===== config.mk =====
export PLATFORM = sky130hd
export DESIGN_NAME = dram_req_arbiter
export DESIGN_NICKNAME = d
export VERILOG_FILES = /design/src/rtl/dram_arb_pkg.sv /design/src/rtl/dram_req_arbiter_rr_pick.sv /design/src/rtl/dram_req_arbiter.sv
export SDC_FILE = /design/constraint.sdc
export NUM_CORES = 1
export LEC_CHECK = 0
export CAP_MARGIN = 5
export CORE_MARGIN = 3
export CORE_UTILIZATION = 37
export CTS_BUF_LIST = sky130_fd_sc_hd__clkbuf_16
export DETAILED_ROUTE_END_ITERATION = 12
export HOLD_SLACK_MARGIN = 0.06
export PLACE_DENSITY = 0.76
export SYNTH_ARGS = -nofsm -noshare
export SYNTH_HDL_FRONTEND = slang
export SYNTH_SLANG_ARGS = --single-unit

===== constraint.sdc =====
create_clock -name u_clk -period 1.8 [get_ports u_clk]
set_input_delay 0.27 -clock u_clk [delete_from_list [all_inputs] [get_ports u_clk]]
set_output_delay 0.27 -clock u_clk [all_outputs]
set_load 0.1 [all_outputs]

===== src/rtl/dram_arb_pkg.sv =====
// Package: dram_arb_pkg
// Shared definitions for the DRAM request arbiter: FSM state encoding and the
// default widths that match the dram_controller user port.
package dram_arb_pkg;

  typedef enum logic [2:0] {
    StIdle   = 3'd0,
    StIssue  = 3'd1,
    StRun    = 3'd2,
    StRdWait = 3'd3,
    StDone   = 3'd4
  } arb_state_e;

  localparam int unsigned DefNumReq     = 4;
  localparam int unsigned DefAddrWidth  = 9;
  localparam int unsigned DefDataWidth  = 2;
  localparam int unsigned DefTimeoutCyc = 64;

endpackage


===== src/rtl/dram_req_arbiter_rr_pick.sv =====
// Module: rr_pick
// Combinational round-robin selector. Searches the request vector starting at
// the position just after last_idx and wrapping, returning the first set bit.
// Ports:
//   req      in   NUM_REQ  request vector
//   last_idx in   IDX_W    most recently served requester
//   idx      out  IDX_W    selected requester (0 when none)
//   any      out  1        at least one request is set
module rr_pick #(
  parameter int unsigned NUM_REQ = 4,
  parameter int unsigned IDX_W   = $clog2(NUM_REQ)
) (
  input  logic [NUM_REQ-1:0] req,
  input  logic [IDX_W-1:0]   last_idx,
  output logic [IDX_W-1:0]   idx,
  output logic               any
);

  int unsigned      cand;
  logic [IDX_W-1:0] cand_idx;

  always_comb begin
    idx      = '0;
    any      = 1'b0;
    cand     = 0;
    cand_idx = '0;
    // Offset 1 first so the last winner gets the lowest priority this round.
    for (int unsigned off = 1; off <= NUM_REQ; off++) begin
      cand     = (32'(last_idx) + off) % NUM_REQ;
      cand_idx = IDX_W'(cand);
      if (!any && req[cand_idx]) begin
        any = 1'b1;
        idx = cand_idx;
      end
    end
  end

endmodule


===== src/rtl/dram_req_arbiter.sv =====
// Module: dram_req_arbiter
// Shares one dram_controller user port among NUM_REQ requesters in round-robin
// order. One command is in flight at a time; the controller enable is held for
// the command's lifetime and the completion/read data are routed back to the
// granted requester.
// Optional feature macro: DRAM_ARB_TIMEOUT_EN (watchdog that forces completion
// with r_err after TIMEOUT_CYC cycles without progress).
// Ports:
//   u_clk, u_rst_n   clock, asynchronous active-low reset
//   r_req/r_cmd      per-requester request (held until r_done) and 1=write/0=read
//   r_addr/r_wdata   flattened per-requester address and write data
//   r_done           one-hot single-cycle completion pulse
//   r_rdata          read data, valid with r_done of a read
//   r_err            single-cycle timeout flag alongside r_done
//   m_en/m_addr/m_wdata/m_cmd        to controller u_en/u_addr/u_data_i/u_cmd
//   m_cmd_ack/m_busy/m_rdata/m_rvalid from controller u_cmd_ack/u_busy/u_data_o/u_data_valid
module dram_req_arbiter
  import dram_arb_pkg::*;
#(
  parameter int unsigned NUM_REQ     = DefNumReq,
  parameter int unsigned ADDR_WIDTH  = DefAddrWidth,
  parameter int unsigned DATA_WIDTH  = DefDataWidth,
  parameter int unsigned TIMEOUT_CYC = DefTimeoutCyc
) (
  input  logic                         u_clk,
  input  logic                         u_rst_n,
  input  logic [NUM_REQ-1:0]           r_req,
  input  logic [NUM_REQ-1:0]           r_cmd,
  input  logic [NUM_REQ*ADDR_WIDTH-1:0] r_addr,
  input  logic [NUM_REQ*DATA_WIDTH-1:0] r_wdata,
  output logic [NUM_REQ-1:0]           r_done,
  output logic [DATA_WIDTH-1:0]        r_rdata,
  output logic [NUM_REQ-1:0]           r_err,
  output logic                         m_en,
  output logic [ADDR_WIDTH-1:0]        m_addr,
  output logic [DATA_WIDTH-1:0]        m_wdata,
  output logic                         m_cmd,
  input  logic                         m_cmd_ack,
  input  logic                         m_busy,
  input  logic [DATA_WIDTH-1:0]        m_rdata,
  input  logic                         m_rvalid
);

  localparam int unsigned IDX_W = $clog2(NUM_REQ);

  arb_state_e state_q, state_d;

  logic [IDX_W-1:0]      grant_q, last_q, last_d, pick_idx;
  logic                  pick_any;
  logic [ADDR_WIDTH-1:0] addr_q;
  logic [DATA_WIDTH-1:0] wdata_q, rdata_q;
  logic                  cmd_q;
  logic                  seen_q, seen_d;
  logic                  grant_now;
  logic                  cap_rd;

  // Unpacked views of the flattened request buses for indexing by grant.
  logic [ADDR_WIDTH-1:0] addr_arr  [NUM_REQ];
  logic [DATA_WIDTH-1:0] wdata_arr [NUM_REQ];

  for (genvar i = 0; i < NUM_REQ; i++) begin : g_unpack
    assign addr_arr[i]  = r_addr[i*ADDR_WIDTH +: ADDR_WIDTH];
    assign wdata_arr[i] = r_wdata[i*DATA_WIDTH +: DATA_WIDTH];
  end

  rr_pick #(
    .NUM_REQ (NUM_REQ),
    .IDX_W   (IDX_W)
  ) u_rr_pick (
    .req      (r_req),
    .last_idx (last_q),
    .idx      (pick_idx),
    .any      (pick_any)
  );

`ifdef DRAM_ARB_TIMEOUT_EN
  localparam int unsigned WD_W = $clog2(TIMEOUT_CYC + 1);

  logic [WD_W-1:0] wd_q, wd_d;
  logic            err_q, err_d;
  logic            wd_active;
  logic            wd_expire;

  assign wd_active = (state_q == StIssue) || (state_q == StRun) || (state_q == StRdWait);
  assign wd_expire = wd_active && (wd_q == WD_W'(TIMEOUT_CYC - 1));
`endif

  always_comb begin
    state_d   = state_q;
    last_d    = last_q;
    seen_d    = seen_q;
    m_en      = 1'b0;
    grant_now = 1'b0;
    cap_rd    = 1'b0;

    unique case (state_q)
      StIdle: begin
        if (pick_any) begin
          grant_now = 1'b1;
          seen_d    = 1'b0;
          state_d   = StIssue;
        end
      end
      StIssue: begin
        m_en = 1'b1;
        if (m_cmd_ack) state_d = StRun;
      end
      StRun: begin
        // Drop enable in the cycle busy falls so the idle controller does not
        // resample it as a new command.
        if (seen_q && !m_busy) begin
          state_d = cmd_q ? StDone : StRdWait;
        end else begin
          m_en = 1'b1;
          if (m_busy) seen_d = 1'b1;
        end
      end
      StRdWait: begin
        if (m_rvalid) begin
          cap_rd  = 1'b1;
          state_d = StDone;
        end
      end
      StDone: begin
        last_d  = grant_q;
        state_d = StIdle;
      end
      default: state_d = StIdle;
    endcase

`ifdef DRAM_ARB_TIMEOUT_EN
    wd_d  = wd_q;
    err_d = err_q;
    if (grant_now) begin
      wd_d  = '0;
      err_d = 1'b0;
    end else if (wd_active) begin
      wd_d = wd_q + WD_W'(1);
    end
    // A normal completion in the expiry cycle wins over the timeout.
    if (wd_expire && (state_d != StDone)) begin
      state_d = StDone;
      err_d   = 1'b1;
    end
`endif
  end

  always_ff @(posedge u_clk or negedge u_rst_n) begin
    if (!u_rst_n) begin
      state_q <= StIdle;
      grant_q <= '0;
      last_q  <= IDX_W'(NUM_REQ - 1);
      seen_q  <= 1'b0;
      addr_q  <= '0;
      wdata_q <= '0;
      cmd_q   <= 1'b0;
      rdata_q <= '0;
    end else begin
      state_q <= state_d;
      last_q  <= last_d;
      seen_q  <= seen_d;
      if (grant_now) begin
        grant_q <= pick_idx;
        addr_q  <= addr_arr[pick_idx];
        wdata_q <= wdata_arr[pick_idx];
        cmd_q   <= r_cmd[pick_idx];
        // Cleared here so a timed-out read returns zero.
        rdata_q <= '0;
      end else if (cap_rd) begin
        rdata_q <= m_rdata;
      end
    end
  end

`ifdef DRAM_ARB_TIMEOUT_EN
  always_ff @(posedge u_clk or negedge u_rst_n) begin
    if (!u_rst_n) begin
      wd_q  <= '0;
      err_q <= 1'b0;
    end else begin
      wd_q  <= wd_d;
      err_q <= err_d;
    end
  end

  assign r_err = ((state_q == StDone) && err_q) ? (NUM_REQ'(1) << grant_q) : '0;
`else
  // Keeps TIMEOUT_CYC referenced when the watchdog is compiled out.
  logic unused_timeout;
  assign unused_timeout = ^TIMEOUT_CYC;
  assign r_err          = '0;
`endif

  assign r_done  = (state_q == StDone) ? (NUM_REQ'(1) << grant_q) : '0;
  assign r_rdata = (state_q == StDone) ? rdata_q : '0;
  assign m_addr  = addr_q;
  assign m_wdata = wdata_q;
  assign m_cmd   = cmd_q;

endmodule

run_1/final_clocks.png
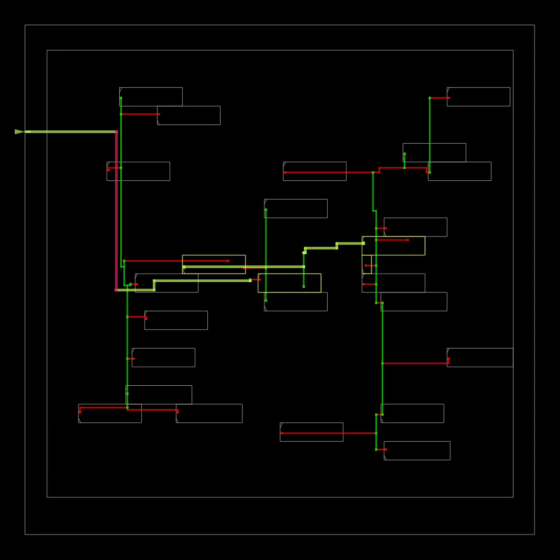
Sink Count: 22
Num CTS Buffers: 3
clock buf count: 3
power in the clock group: 473 uW

run_1/metal_stack.png
(6 px per micron)
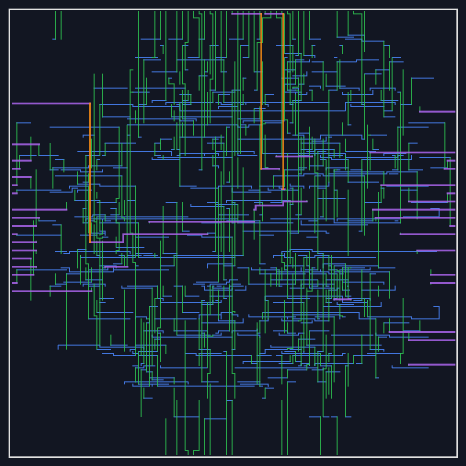
Key: met1 = blue [wire length 1900 microns]; met2 = green [wire length 2300 microns]; met3 = purple [wire length 267 microns]; met4 = orange [wire length 78.2 microns]

run_1/clock_map.png
(4 px per micron)
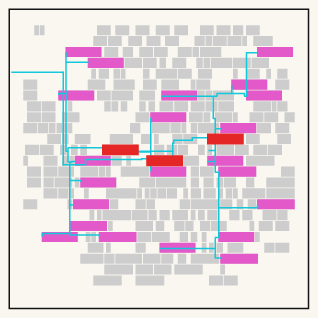
Key: flip-flops = magenta [count 22]; clock wires = cyan [length 315 microns]; cells driving clock nets = red [count 3]
There are 4 routed clock nets.
Late-Pin Clk Latency: 0.25 ns
Clock Skews: 0.00333 ns
clock share of power: 9.0%

-- run 1: cell families after synthesis --
| family | after synthesis | share of synthesized area [%] |
|---|---|---|
| DFF | 22 | 31.9 |
| and+or+nand+nor | 81 | 23.1 |
| other | 1 | 0.217 |
| AOI/OAI and AO/OA | 28 | 16.3 |
| buffers and inverters | 20 | 9.18 |
| muxes | 29 | 19.3 |
-- run 1: path summary, 6_finish.rpt --
kind                                             from                     end  slack (ns)  cells past startpoint
worst max-delay path            last_q[1]$_DFFE_PN1P_   m_addr[6]$_DFFE_PN0P_        0.08                      6
worst min-delay path                          u_rst_n  state_q[1]$_DFFE_PN0P_        0.37                      2
worst max register to register  last_q[1]$_DFFE_PN1P_   m_addr[6]$_DFFE_PN0P_        0.08                      6
worst min register to register  last_q[0]$_DFFE_PN1P_   last_q[0]$_DFFE_PN1P_        0.49                      2
max in group asynchronous                     u_rst_n   last_q[0]$_DFFE_PN1P_        1.14                      2
min in group u_clk              last_q[0]$_DFFE_PN1P_   last_q[0]$_DFFE_PN1P_        0.49                      2
-- run 1: state kept, by name, indices dropped and copies added, names as in the netlist --
name     flops
state_q      3
m_cmd        1
last_q       2
grant_q      2
rdata_q      2
seen_q       1
m_addr       9
m_wdata      2
-- run 1: per-stage QoR --
step / setup WS (ns) / util (%) / power (mW) / std cells
finish: 0.0778 / 64.0 / 5.28 / 321
global route: 0.0133 / 64.0 / 5.60 / 321
CTS: 0.0307 / 63.1 / 5.26 / 319
detailed placement: -0.201 / 61.0 / 4.73 / 314
global placement: -0.166 / 61.0 / 4.66 / 314
floorplan: -0.111 / - / 3.75 / 184
-- run 1: critical path, stage by stage (launching register included) --
cell	delay [ns]
dfstp_2	0.53
mux2i_1	0.20
o22ai_2	0.13
a21oi_4	0.16
buf_12	0.19
mux2_2	0.36
o211ai_2	0.06
==> results.py, run 1 <==
# Synthesis and PnR figures
metrics = {
    "outcome": {
        "status": "completed",
    },
    "logic_synthesis": {
        "synth_seq_share_pct": 31.9,
        "yosysMostFrequentCell": "nand2_1",
    },
    "cells_and_area": {
        "inverters": 3,
        "layout_top_cells": "clkdlybuf4s50_1 (54), nand2_1 (28), buf_4 (27)",
        "regArea_sq_um": 557,
        "largest_cell_class": "multi-input combinational cells",
        "combGateArea_sq_um": 1100,
    },
    "clock_tree": {
        "ctsHoldBuffers": 0,
        "path_clk_slew_ns": 0.06,
    },
    "power_and_ir_drop": {
        "powerDensity_nw_per_um2": 1860,
    },
    "global_routing": {
        "grt_use_total_pct": 17.3,
        "antenna_found_initial": 0,
        "grt.overflow.total": 0,
        "grt_pass1_vias": 1621,
    },
    "timing": {
        "hold_slack_ns": 0.369,
        "fmax_ghz": 0.581,
    },
    "die": {
        "chipArea_sq_um": 5540,
        "coreArea_sq_um": 4440,
        "num_io_pins": 82,
        "nWellTaps": 52,
    },
    "worst_hold_path": {
        "hold_class": "input port to asynchronous set/reset pin",
    },
    "drt": {
        "wl_met1_microns": 1900,
        "highest_layer": "met4",
    },
    "place": {
        "io_buffers": 77,
    },
}
==> run 2, diff against run 1 <==
--- a/config.mk
+++ b/config.mk
@@ -7,11 +7,11 @@
 export LEC_CHECK = 0
 export CAP_MARGIN = 5
 export CORE_MARGIN = 3
-export CORE_UTILIZATION = 37
+export CORE_UTILIZATION = 45
 export CTS_BUF_LIST = sky130_fd_sc_hd__clkbuf_16
 export DETAILED_ROUTE_END_ITERATION = 12
 export HOLD_SLACK_MARGIN = 0.06
-export PLACE_DENSITY = 0.76
+export PLACE_DENSITY = 0.87
 export SYNTH_ARGS = -nofsm -noshare
 export SYNTH_HDL_FRONTEND = slang
 export SYNTH_SLANG_ARGS = --single-unit
==> constraint.sdc (replaced) <==
create_clock -name u_clk -period 2.1 [get_ports u_clk]
set_input_delay 0.315 -clock u_clk [delete_from_list [all_inputs] [get_ports u_clk]]
set_output_delay 0.315 -clock u_clk [all_outputs]
set_load 0.1 [all_outputs]
run_2/final_clocks.png
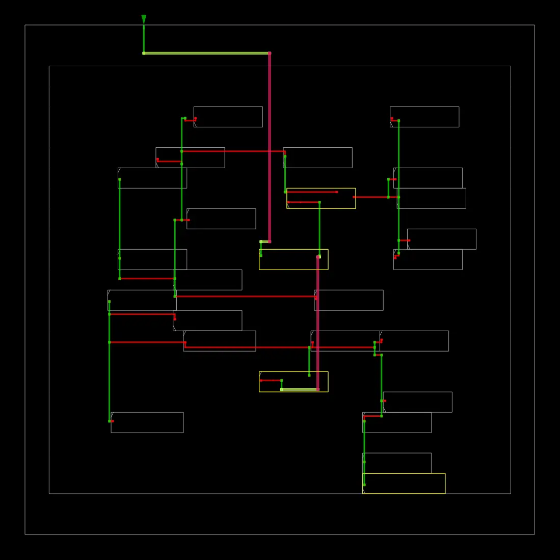
power in the clock group: 540 uW
Clock Skews: 0.00561 ns
Seq Cell Count: 22

==> run 2 against run 1 <==
Compared with the run above:
- core utilization is 13 points higher
- cell area is 4.9% lower
- non-clock buffer count is 12 lower
- routed wire length is 8.1% higher
- first-iteration DRC count is 3.4% higher
- synthesized cell count stayed put
==> results.py, run 2 <==
# Synthesis and PnR figures
metrics = {
    "cells_and_area": {
        "combGateArea_sq_um": 1060,
        "regArea_sq_um": 553,
        "layout_top_cells": "clkdlybuf4s50_1 (58), nand2_1 (29), nand3_1 (25)",
        "largest_cell_class": "multi-input combinational cells",
        "clkbuf_count": 3,
        "largest_reg_flops": 9,
    },
    "die": {
        "coreArea_sq_um": 3520,
        "num_io_pins": 82,
        "nWellTaps": 46,
        "chipArea_sq_um": 4630,
    },
    "global_routing": {
        "grt.overflow.total": 0,
        "antenna_found_initial": 0,
        "grt_pass1_vias": 1668,
        "grt_use_total_pct": 22.0,
    },
    "clock_tree": {
        "path_clk_slew_ns": 0.06,
        "clkLatencyLatePin_ns": 0.26,
        "ctsHoldBuffers": 0,
        "cts_made_buffers": 3,
    },
    "logic_synthesis": {
        "yosysMostFrequentCell": "nand2_1",
        "synth_seq_share_pct": 31.9,
    },
    "place": {
        "io_buffers": 77,
    },
    "power_and_ir_drop": {
        "powerDensity_nw_per_um2": 1630,
        "p_clk_share_pct": 12.2,
    },
    "timing": {
        "setup_slack_ns": 0.152,
        "fmax_ghz": 0.513,
    },
    "worst_setup_path": {
        "crit_path_max_incr_delay_ns": 0.51,
        "critPathBufInv": 1,
        "cpMaxStageDelayCell": "dfrtp_1",
    },
    "worst_hold_path": {
        "hold_class": "input port to asynchronous set/reset pin",
    },
    "outcome": {
        "status": "completed",
    },
}
## run 2: cell count changes in the layout (fill, tap and decap cells not counted), sizes merged
cell / previous run / this run
buf: 40 / 28
bufinv: 0 / 1
inv: 4 / 3
clkdlybuf4s50: 54 / 58
dlymetal6s2s: 4 / 0
## run 2: cells by family (layout without fill, tap and decap cells)
logic type             count (synthesis)  count (layout)  synth area share, %
other                                  1               4                0.217
multiplexers                          29              29                 19.3
AND/OR/NAND/NOR                       81              81                 23.1
AND-OR/OR-AND                         28              28                 16.3
flip-flops                            22              22                 31.9
buffers and inverters                 20              93                 9.18
## run 2: per-stage QoR
stage               util (%)  setup TNS [ns]  instances  hold slack (ns)
detailed placement      73.7        -0.00185        299            0.477
global route            76.9               0        303            0.433
CTS                     76.7               0        303            0.417
floorplan                  -          -0.441        184           0.0194
global placement        73.7               0        299            0.474
finish                  76.9               0        303            0.408
## run 2: power groups by stage
stage               Clock (mW)  Sequential (mW)  Combinational, mW
floorplan                    0             1.58               1.58
global placement             0            0.883               2.89
detailed placement           0            0.889               2.95
CTS                      0.542            0.889               2.97
global route             0.568            0.936               3.17
finish                   0.540            0.898               2.97
## run 2: final timing paths
path,start,endpoint,depth (start not counted)
max reg2reg,last_q[1]$_DFFE_PN1P_,m_addr[1]$_DFFE_PN0P_,6
min,u_rst_n,m_addr[1]$_DFFE_PN0P_,2
min in group u_clk,last_q[0]$_DFFE_PN1P_,last_q[0]$_DFFE_PN1P_,2
max,state_q[0]$_DFFE_PN0P_,r_done[1],4
min reg2reg,last_q[0]$_DFFE_PN1P_,last_q[0]$_DFFE_PN1P_,2
max in group asynchronous,u_rst_n,last_q[0]$_DFFE_PN1P_,2
## run 2: metal layers
layer  wire (microns)  up-vias
li1                 -      796
met1             1860      790
met2             2630       66
met3              254       18
met4              161        0
met5                0        -
==> run 3, diff against run 2 <==
==> constraint.sdc (replaced) <==
create_clock -name u_clk -period 2.48 [get_ports u_clk]
set_input_delay 0.372 -clock u_clk [delete_from_list [all_inputs] [get_ports u_clk]]
set_output_delay 0.372 -clock u_clk [all_outputs]
set_load 0.1 [all_outputs]
run_3/gate_families.png
(4 px per micron)
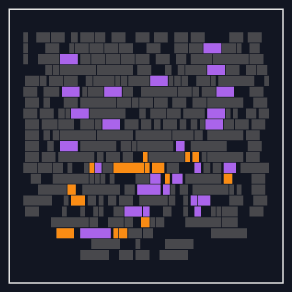
Key: inverting AOI/OAI gates = purple [cells 26, most used o211ai_2]; NOR gates = orange [cells 15, most used nor2_1]
Comb area share: 40.3%
most frequent logic cell in the layout: clkdlybuf4s50_1
Non-Filler Instances: 299

==> run 3 against run 2 <==
Compared with the run above:
- clock power decreased by 37%
- die area unchanged
- power decreased by 21%
- core utilization decreased by 2.5 points
- routed wire length decreased by 4.0%
- setup slack improved by 0.10 ns
- clock-buffer cell count unchanged
- combinational power decreased by about 20%
- sequential share of layout area increased by 0.69 points
- critical path type unchanged
- largest power group unchanged
- synthesized cell count unchanged
- cell area decreased by 3.3%
- first-iteration DRC count decreased by 31%
==> results.py, run 3 <==
# Synthesis and PnR figures
metrics = {
    "cells_and_area": {
        "utilization_pct": 74.3,
        "area_growth_pct": 51.2,
        "largest_reg_flops": 9,
        "layout_top_cells": "clkdlybuf4s50_1 (58), nand2_1 (29), nand3_1 (25)",
    },
    "power_and_ir_drop": {
        "powerDensity_nw_per_um2": 1340,
        "power.internal_mw": 1.57,
        "power_frac_comb_pct": 68.5,
        "max-vdd-ir-drop_mv": 0.765,
        "p_clk_share_pct": 9.7,
    },
    "timing": {
        "finClkSkew_ns": 0.00483,
        "final.setup.tns_ns": 0,
        "relSlewSlack_pct": 56.1,
        "fin_crit_ns": 2.22,
        "fmax_ghz": 0.450,
    },
    "worst_setup_path": {
        "crit_path_max_incr_delay_ns": 0.57,
        "worstRegToRegCells": 6,
        "cp.depth": 4,
        "cpMaxStageDelayCell": "dfrtp_1",
        "critPathBufInv": 1,
        "timing.rr.end": "m_addr[2]$_DFFE_PN0P_",
        "setup.worst_path.start": "state_q[1]$_DFFE_PN0P_",
        "crit_end": "r_done[1]",
        "r2r_start": "last_q[1]$_DFFE_PN1P_",
    },
    "logic_synthesis": {
        "yosys.stat.chipArea_sq_um": 1730,
        "yosysMostFrequentCell": "nand2_1",
        "synth_seq_share_pct": 31.9,
        "synth_flops": 22,
    },
    "drt": {
        "routed-wl-met2_microns": 2520,
        "highest_layer": "met4",
        "wl_met1_microns": 1820,
        "route.met3.wl_microns": 294,
    },
    "global_routing": {
        "antenna_found_initial": 0,
        "grt_use_total_pct": 21.4,
        "grt.overflow.total": 0,
        "grt_pass1_vias": 1603,
    },
    "die": {
        "chipArea_sq_um": 4630,
        "coreArea_sq_um": 3520,
        "num_io_pins": 82,
        "die_w_microns": 68.0,
    },
    "clock_tree": {
        "path_clk_slew_ns": 0.06,
        "clkLatencyLatePin_ns": 0.25,
        "cts_made_buffers": 3,
        "cts_sinks": 22,
    },
    "place": {
        "dp.cells": 295,
        "io_buffers": 77,
    },
    "outcome": {
        "status": "completed",
    },
    "worst_hold_path": {
        "hold_class": "input port to asynchronous set/reset pin",
    },
    "flow_run": {
        "maxCapViolCount": 0,
    },
}
[run 3: cell counts after synthesis]
No cell type changed its count.
[run 3: kinds of logic (layout without fill, tap and decap cells)]
group | after synthesis | count (layout) | share of synthesized area (%)
AND/OR/NAND/NOR | 81 | 81 | 23.1
AND-OR/OR-AND | 28 | 28 | 16.3
other | 1 | 4 | 0.217
buffers and inverters | 20 | 89 | 9.18
flip-flops | 22 | 22 | 31.9
multiplexers | 29 | 29 | 19.3
[run 3: through the flow]
| stage | setup WS (ns) | area (sq um) | power (mW) | hold slack, ns |
|---|---|---|---|---|
| after floorplan | 0.0805 | 1760 | 2.68 | 0.0764 |
| after global placement | 0.170 | 2540 | 3.10 | 0.471 |
| after detailed placement | 0.148 | 2540 | 3.16 | 0.479 |
| after CTS | 0.271 | 2620 | 3.51 | 0.478 |
| after global routing | 0.143 | 2620 | 3.71 | 0.486 |
| final | 0.255 | 2620 | 3.50 | 0.469 |
[run 3: cell type report]
| class | instances | area, sq um |
|---|---|---|
| Inverter | 3 | 11.3 |
| Multi-Input combinational cell | 142 | 1060 |
| Tap cell | 46 | 57.6 |
| Clock buffer | 3 | 75.1 |
| Clock inverter | 1 | 3.75 |
| Timing Repair Buffer | 82 | 861 |
| Fill cell | 270 | 903 |
| Sequential cell | 22 | 553 |
[run 3: power by group through the flow]
stage	registers, mW	clock network (mW)	logic, mW
2_1_floorplan	1.34	0	1.34
3_3_place_gp	0.755	0	2.34
3_5_place_dp	0.761	0	2.40
4_1_cts	0.760	0.342	2.41
5_1_grt	0.796	0.361	2.56
6_report	0.762	0.340	2.39

==> gallery <==
Power grid.
(a)
(4 px per micron) Pins as bars on the die edge.
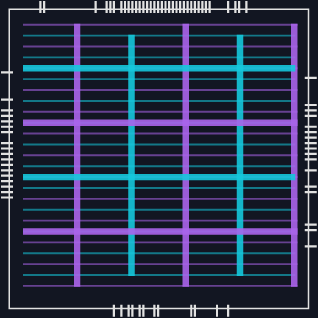
(b)
(6 px per micron) Pins as bars on the die edge.
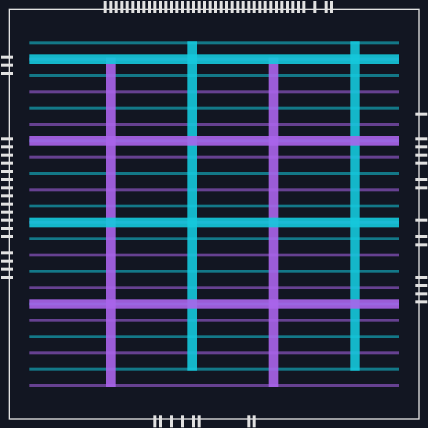
run 3 -> (b)
run 1 -> (a)
Of these, largest die: (a)

Key to (a):
Key: VSS = purple; VDD = cyan
The core has 24 rows. 82 signal pins sit on the boundary.

No activity file was given, so power comes from the tool's default toggle rates.
